--- src/rtl/des_pkg.sv ---
// Shared DES key-schedule definitions: widths, PC-1/PC-2 tables, shift schedule,
// FSM state type and the half-wise rotate/permutation helpers.
package des_pkg;

  localparam int KEY_W    = 64;
  localparam int CD_W     = 56;
  localparam int HALF_W   = 28;
  localparam int SUBKEY_W = 48;

  typedef enum logic {
    ST_IDLE = 1'b0,
    ST_RUN  = 1'b1
  } des_state_e;

  // Entries are 1-based DES bit numbers, MSB first (DES bit 1 = vector MSB).
  localparam int PC1_TABLE [CD_W] = '{
    57, 49, 41, 33, 25, 17,  9,  1, 58, 50, 42, 34, 26, 18,
    10,  2, 59, 51, 43, 35, 27, 19, 11,  3, 60, 52, 44, 36,
    63, 55, 47, 39, 31, 23, 15,  7, 62, 54, 46, 38, 30, 22,
    14,  6, 61, 53, 45, 37, 29, 21, 13,  5, 28, 20, 12,  4
  };

  localparam int PC2_TABLE [SUBKEY_W] = '{
    14, 17, 11, 24,  1,  5,  3, 28, 15,  6, 21, 10,
    23, 19, 12,  4, 26,  8, 16,  7, 27, 20, 13,  2,
    41, 52, 31, 37, 47, 55, 30, 40, 51, 45, 33, 48,
    44, 49, 39, 56, 34, 53, 46, 42, 50, 36, 29, 32
  };

  localparam logic [1:0] SHIFTS [16] = '{
    2'd1, 2'd1, 2'd2, 2'd2, 2'd2, 2'd2, 2'd2, 2'd2,
    2'd1, 2'd2, 2'd2, 2'd2, 2'd2, 2'd2, 2'd2, 2'd1
  };

  function automatic logic [CD_W-1:0] pc1(input logic [KEY_W-1:0] k);
    logic [CD_W-1:0] r;
    r = '0;
    for (int i = 0; i < CD_W; i++) r[6'(CD_W-1-i)] = k[6'(KEY_W-PC1_TABLE[i])];
    return r;
  endfunction

  // Only shift amounts of 1 and 2 ever occur in DES.
  function automatic logic [HALF_W-1:0] rol28(input logic [HALF_W-1:0] x, input logic [1:0] n);
    return (n == 2'd2) ? {x[25:0], x[27:26]} : {x[26:0], x[27]};
  endfunction

  function automatic logic [HALF_W-1:0] ror28(input logic [HALF_W-1:0] x, input logic [1:0] n);
    return (n == 2'd2) ? {x[1:0], x[27:2]} : {x[0], x[27:1]};
  endfunction

  function automatic logic [CD_W-1:0] rotl_cd(input logic [CD_W-1:0] cd, input logic [1:0] n);
    return {rol28(cd[55:28], n), rol28(cd[27:0], n)};
  endfunction

  function automatic logic [CD_W-1:0] rotr_cd(input logic [CD_W-1:0] cd, input logic [1:0] n);
    return {ror28(cd[55:28], n), ror28(cd[27:0], n)};
  endfunction

endpackage

--- src/rtl/des_key_schedule_if.sv ---
// Request/subkey bus of the DES key scheduler. Optional parity_err exists only
// when DES_KEY_PARITY_CHECK_EN is defined.
interface des_key_schedule_if;
  import des_pkg::*;

  // Handshake: a subkey transfers on every rising edge where subkey_valid and
  // subkey_ready are both high; while valid && !ready, subkey and round hold.
  logic                start;
  logic [KEY_W-1:0]    key;
  logic                decrypt;
  logic [SUBKEY_W-1:0] subkey;
  logic                subkey_valid;
  logic                subkey_ready;
  logic [3:0]          round;
  logic                busy;
  logic                done;
  des_state_e          state;
`ifdef DES_KEY_PARITY_CHECK_EN
  logic                parity_err;
`endif

  modport master (
    output start, key, decrypt, subkey_ready,
    input  subkey, subkey_valid, round, busy, done, state
`ifdef DES_KEY_PARITY_CHECK_EN
    , input parity_err
`endif
  );

  modport slave (
    input  start, key, decrypt, subkey_ready,
    output subkey, subkey_valid, round, busy, done, state
`ifdef DES_KEY_PARITY_CHECK_EN
    , output parity_err
`endif
  );

endinterface

--- src/rtl/des_pc2.sv ---
// Combinational DES PC-2: 56-bit C/D state in, 48-bit round subkey out.
module des_pc2
  import des_pkg::*;
(
  input  logic [CD_W-1:0]     cd,
  output logic [SUBKEY_W-1:0] subkey
);

  always_comb begin
    subkey = '0;
    for (int i = 0; i < SUBKEY_W; i++) subkey[6'(SUBKEY_W-1-i)] = cd[6'(CD_W-PC2_TABLE[i])];
  end

endmodule

--- src/rtl/des_key_schedule.sv ---
// Sequential DES round-key generator, one subkey per handshake, encrypt or decrypt
// order. Define DES_KEY_PARITY_CHECK_EN to reject keys with an even-parity byte.
module des_key_schedule
  import des_pkg::*;
(
  input  logic              clk,
  input  logic              rst_n,
  des_key_schedule_if.slave bus
);

  des_state_e          state_q, state_d;
  logic [CD_W-1:0]     cd_q;
  logic [CD_W-1:0]     cd_start, cd_step;
  logic [3:0]          round_q;
  logic                dec_q;
  logic                done_q;
  logic [1:0]          step;
  logic                start_ok;
  logic                accept;
  logic                valid;
  logic                handshake;
  logic                last_hs;
  logic [SUBKEY_W-1:0] pc2_out;

`ifdef DES_KEY_PARITY_CHECK_EN
  logic parity_ok;
  logic parity_err_q;

  always_comb begin
    parity_ok = 1'b1;
    for (int b = 0; b < 8; b++) parity_ok = parity_ok & (^bus.key[8*b +: 8]);
  end

  assign start_ok = parity_ok;

  always_ff @(posedge clk or negedge rst_n) begin
    if (!rst_n)                               parity_err_q <= 1'b0;
    else if (state_q == ST_IDLE && bus.start) parity_err_q <= !parity_ok;
  end

  assign bus.parity_err = parity_err_q;
`else
  assign start_ok = 1'b1;
`endif

  assign accept    = (state_q == ST_IDLE) && bus.start && start_ok;
  assign handshake = valid && bus.subkey_ready;
  assign last_hs   = handshake && (round_q == 4'd15);

  always_ff @(posedge clk or negedge rst_n) begin
    if (!rst_n) state_q <= ST_IDLE;
    else        state_q <= state_d;
  end

  always_comb begin
    state_d = state_q;
    case (state_q)
      ST_IDLE: if (accept)  state_d = ST_RUN;
      ST_RUN:  if (last_hs) state_d = ST_IDLE;
      default:              state_d = ST_IDLE;
    endcase
  end

  always_comb begin
    valid = 1'b0;
    case (state_q)
      ST_RUN:  valid = 1'b1;
      default: valid = 1'b0;
    endcase
  end

  // Encrypt walks C1..C16 forward; decrypt starts at C16 (= C0) and walks back.
  always_comb begin
    step     = dec_q ? SHIFTS[4'd15 - round_q] : SHIFTS[round_q + 4'd1];
    cd_step  = dec_q ? rotr_cd(cd_q, step) : rotl_cd(cd_q, step);
    cd_start = bus.decrypt ? pc1(bus.key) : rotl_cd(pc1(bus.key), 2'd1);
  end

  always_ff @(posedge clk or negedge rst_n) begin
    if (!rst_n) begin
      cd_q    <= '0;
      round_q <= '0;
      dec_q   <= 1'b0;
      done_q  <= 1'b0;
    end else begin
      done_q <= last_hs;
      if (accept) begin
        cd_q    <= cd_start;
        round_q <= '0;
        dec_q   <= bus.decrypt;
      end else if (handshake && !last_hs) begin
        cd_q    <= cd_step;
        round_q <= round_q + 4'd1;
      end
    end
  end

  des_pc2 u_pc2 (
    .cd     (cd_q),
    .subkey (pc2_out)
  );

  assign bus.subkey       = pc2_out;
  assign bus.subkey_valid = valid;
  assign bus.busy         = valid;
  assign bus.round        = round_q;
  assign bus.done         = done_q;
  assign bus.state        = state_q;

endmodule

--- src/flat_wrapper.sv ---
// flat-port wrapper written by rule: the top's interface ports become plain ports
module des_key_schedule_flat import des_pkg::*;
  (clk, rst_n, bus_start, bus_key, bus_decrypt, bus_subkey_ready, bus_subkey, bus_subkey_valid, bus_round, bus_busy, bus_done, bus_state);
  des_key_schedule_if bus_i ();
  input  logic clk;
  input  logic rst_n;
  input wire logic [$bits(bus_i.start)-1:0] bus_start;
  input wire logic [$bits(bus_i.key)-1:0] bus_key;
  input wire logic [$bits(bus_i.decrypt)-1:0] bus_decrypt;
  input wire logic [$bits(bus_i.subkey_ready)-1:0] bus_subkey_ready;
  output wire logic [$bits(bus_i.subkey)-1:0] bus_subkey;
  output wire logic [$bits(bus_i.subkey_valid)-1:0] bus_subkey_valid;
  output wire logic [$bits(bus_i.round)-1:0] bus_round;
  output wire logic [$bits(bus_i.busy)-1:0] bus_busy;
  output wire logic [$bits(bus_i.done)-1:0] bus_done;
  output wire logic [$bits(bus_i.state)-1:0] bus_state;
  assign bus_i.start = bus_start;
  assign bus_i.key = bus_key;
  assign bus_i.decrypt = bus_decrypt;
  assign bus_i.subkey_ready = bus_subkey_ready;
  assign bus_subkey = bus_i.subkey;
  assign bus_subkey_valid = bus_i.subkey_valid;
  assign bus_round = bus_i.round;
  assign bus_busy = bus_i.busy;
  assign bus_done = bus_i.done;
  assign bus_state = bus_i.state;
  des_key_schedule u_core (.clk(clk), .rst_n(rst_n), .bus(bus_i));
endmodule
--- config.mk ---
export PLATFORM = sky130hd
export DESIGN_NAME = des_key_schedule_flat
export DESIGN_NICKNAME = d
export VERILOG_FILES = /design/src/rtl/des_pkg.sv /design/src/rtl/des_key_schedule_if.sv /design/src/rtl/des_pc2.sv /design/src/rtl/des_key_schedule.sv /design/src/flat_wrapper.sv
export SDC_FILE = /design/constraint.sdc
export NUM_CORES = 1
export LEC_CHECK = 0
export CAP_MARGIN = 20
export CORE_MARGIN = 1.5
export CORE_UTILIZATION = 50
export CTS_BUF_LIST = sky130_fd_sc_hd__clkbuf_16
export DETAILED_ROUTE_END_ITERATION = 8
export PLACE_DENSITY = 0.8
export SYNTH_ARGS = -nofsm -noshare
export SYNTH_HDL_FRONTEND = slang
export SYNTH_SLANG_ARGS = --single-unit
--- constraint.sdc ---
create_clock -name clk -period 2.7 [get_ports clk]
set_input_delay 0.81 -clock clk [delete_from_list [all_inputs] [get_ports clk]]
set_output_delay 0.81 -clock clk [all_outputs]
set_load 0.005 [all_outputs]
==> images/m1.png <==
Bar = 20 um. Supply wires on this layer in gray.
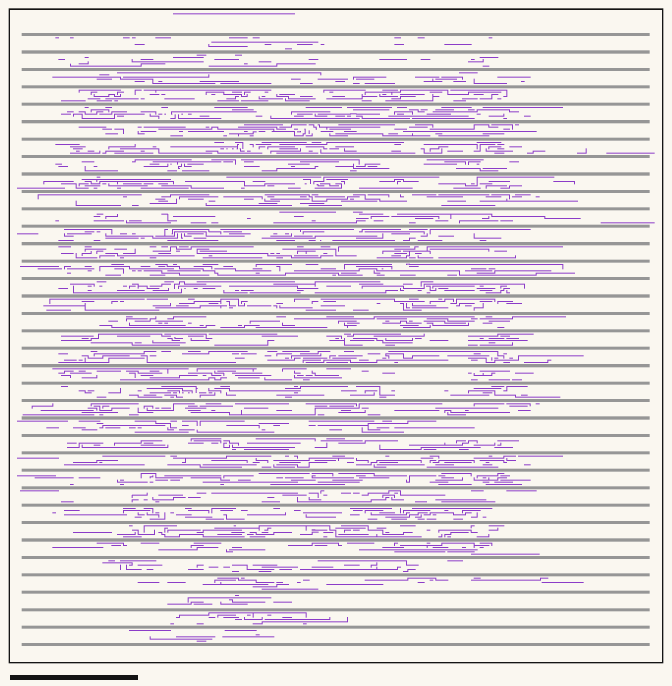
- wire length on this layer: 5,350 um
- longest straight run: 31.7 um
- main direction: horizontal

==> images/m2.png <==
Cells faint in the background.
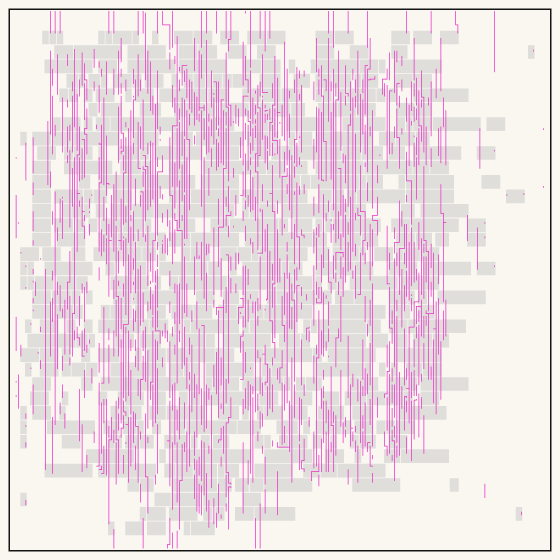
- wire length on this layer: 5,750 um
- longest straight run: 43.9 um
- nets with wire on the layer: 491
- main direction: vertical
- share of all routed wire: 47%

==> images/m3.png <==
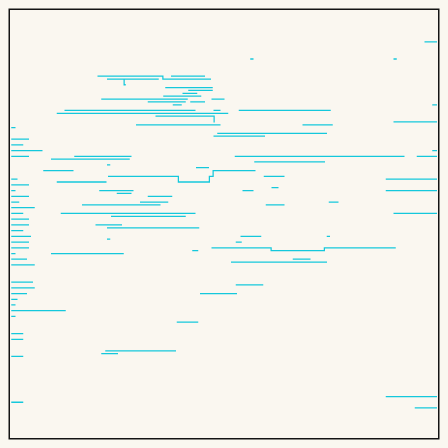
- longest straight run: 40.5 um
- nets with wire on the layer: 85
- wire length on this layer: 883 um

==> images/m4.png <==
Bar = 20 um. Supply wires on this layer in gray.
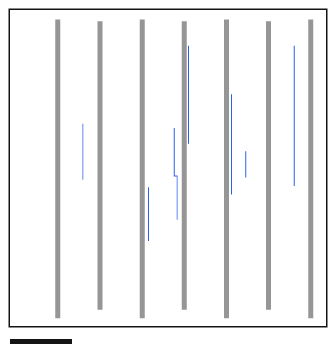
- longest straight run: 44.9 um
- main direction: vertical
- nets with wire on the layer: 6
- share of all routed wire: 1.5%
- wire length on this layer: 181 um

==> images/congestion_map.png <==
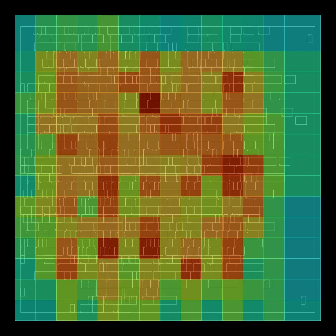
Avg WL per Cell: 17.5 um
GR peak layer: met2
fin util: 62.4%
Total GRT Usage: 23.9%

==> ci_impl_report.md <==
### Yosys + OpenROAD results

| Metric | Value |
|---|---|
| Status | `complete, no violations` |
| Final hold viol count | `0` |
| Total gr overflow | `0` |
| IO Count | `125` |
| Total Negative Setup Slacks | `0 ns` |
| Final instance area | `5820 um^2` |
| Hold crit path type | `in2async` |
| Startpoint Class | `flop` |
| Combinational share of power | `56.0%` |
| Top cells excl fill/tap | `mux2i_1, dfrtp_1, clkdlybuf4s50_1` |
| Post-synth seq share | `32.3%` |
| Delay-heaviest family, CP | `AND-OR/OR-AND gates` |
| Yosys aoi share | `19.1%` |
| N_diodes | `0` |
| Syn Area/Cell | `9.13 um^2` |
| Number of clock sinks | `63` |
| Post-CTS Resized | `2` |
| Total design power | `7640 uW` |
| Main synth FF type | `dfrtp_1` |
| Setup WS pre-CTS | `-0.122 ns` |
-- metal layers --
metal | vias to the layer above | GRT usage, %
li1 | 1926 | -
met1 | 2008 | 34.2
met2 | 164 | 36.1
met3 | 17 | 5.04
met4 | 0 | 7.69
met5 | - | 0
-- worst max path at each step --
stage	from	end	slack, ns	cells after the start
4_1_cts	u_core.bus.round[0]	u_core.cd_q[54]	0.02	10
3_3_place_gp	bus_start	u_core.cd_q[28]	-0.11	5
6_report	u_core.bus.round[0]	u_core.cd_q[34]	0.12	10
2_1_floorplan	u_core.bus.round[0]	u_core.cd_q[0]	0.24	9
3_5_place_dp	bus_start	u_core.cd_q[28]	-0.12	5
5_1_grt	u_core.bus.round[1]	u_core.cd_q[12]	-0.002	9
-- power by group through the flow --
| stage | sequential, uW | clock [uW] | combinational [uW] |
|---|---|---|---|
| after global routing | 2210 | 1290 | 4630 |
| after floorplan | 1840 | 0 | 3240 |
| after global placement | 2040 | 0 | 3980 |
| after detailed placement | 2090 | 0 | 4090 |
| final | 2130 | 1230 | 4280 |
| after CTS | 2100 | 1240 | 4120 |
-- worst register-to-register path: stages, from the launching register on --
cell	delay, ns
dfrtp_2	0.41
buf_4	0.15
ha_4	0.18
nor4b_4	0.28
a211oi_2	0.08
a221oi_4	0.32
buf_12	0.19
buf_4	0.25
mux2_2	0.38
o21ai_0	0.13
o21ai_0	0.08
-- flip-flops by register name, summed over array words and instances (netlist names) --
register	count
u_core.bus.done	1
u_core.bus.round	4
u_core.bus.state	1
u_core.cd_q	56
u_core.dec_q	1
-- layout make-up --
class	count	area (um^2)
fill	757	3510
clock inverter	7	88.8
tap	129	161
multi-input combinational	395	2850
clock buffer	9	225
timing repair buffer	89	898
sequential	63	1580
inverter	4	15.0
Power and IR drop assume default switching activity.
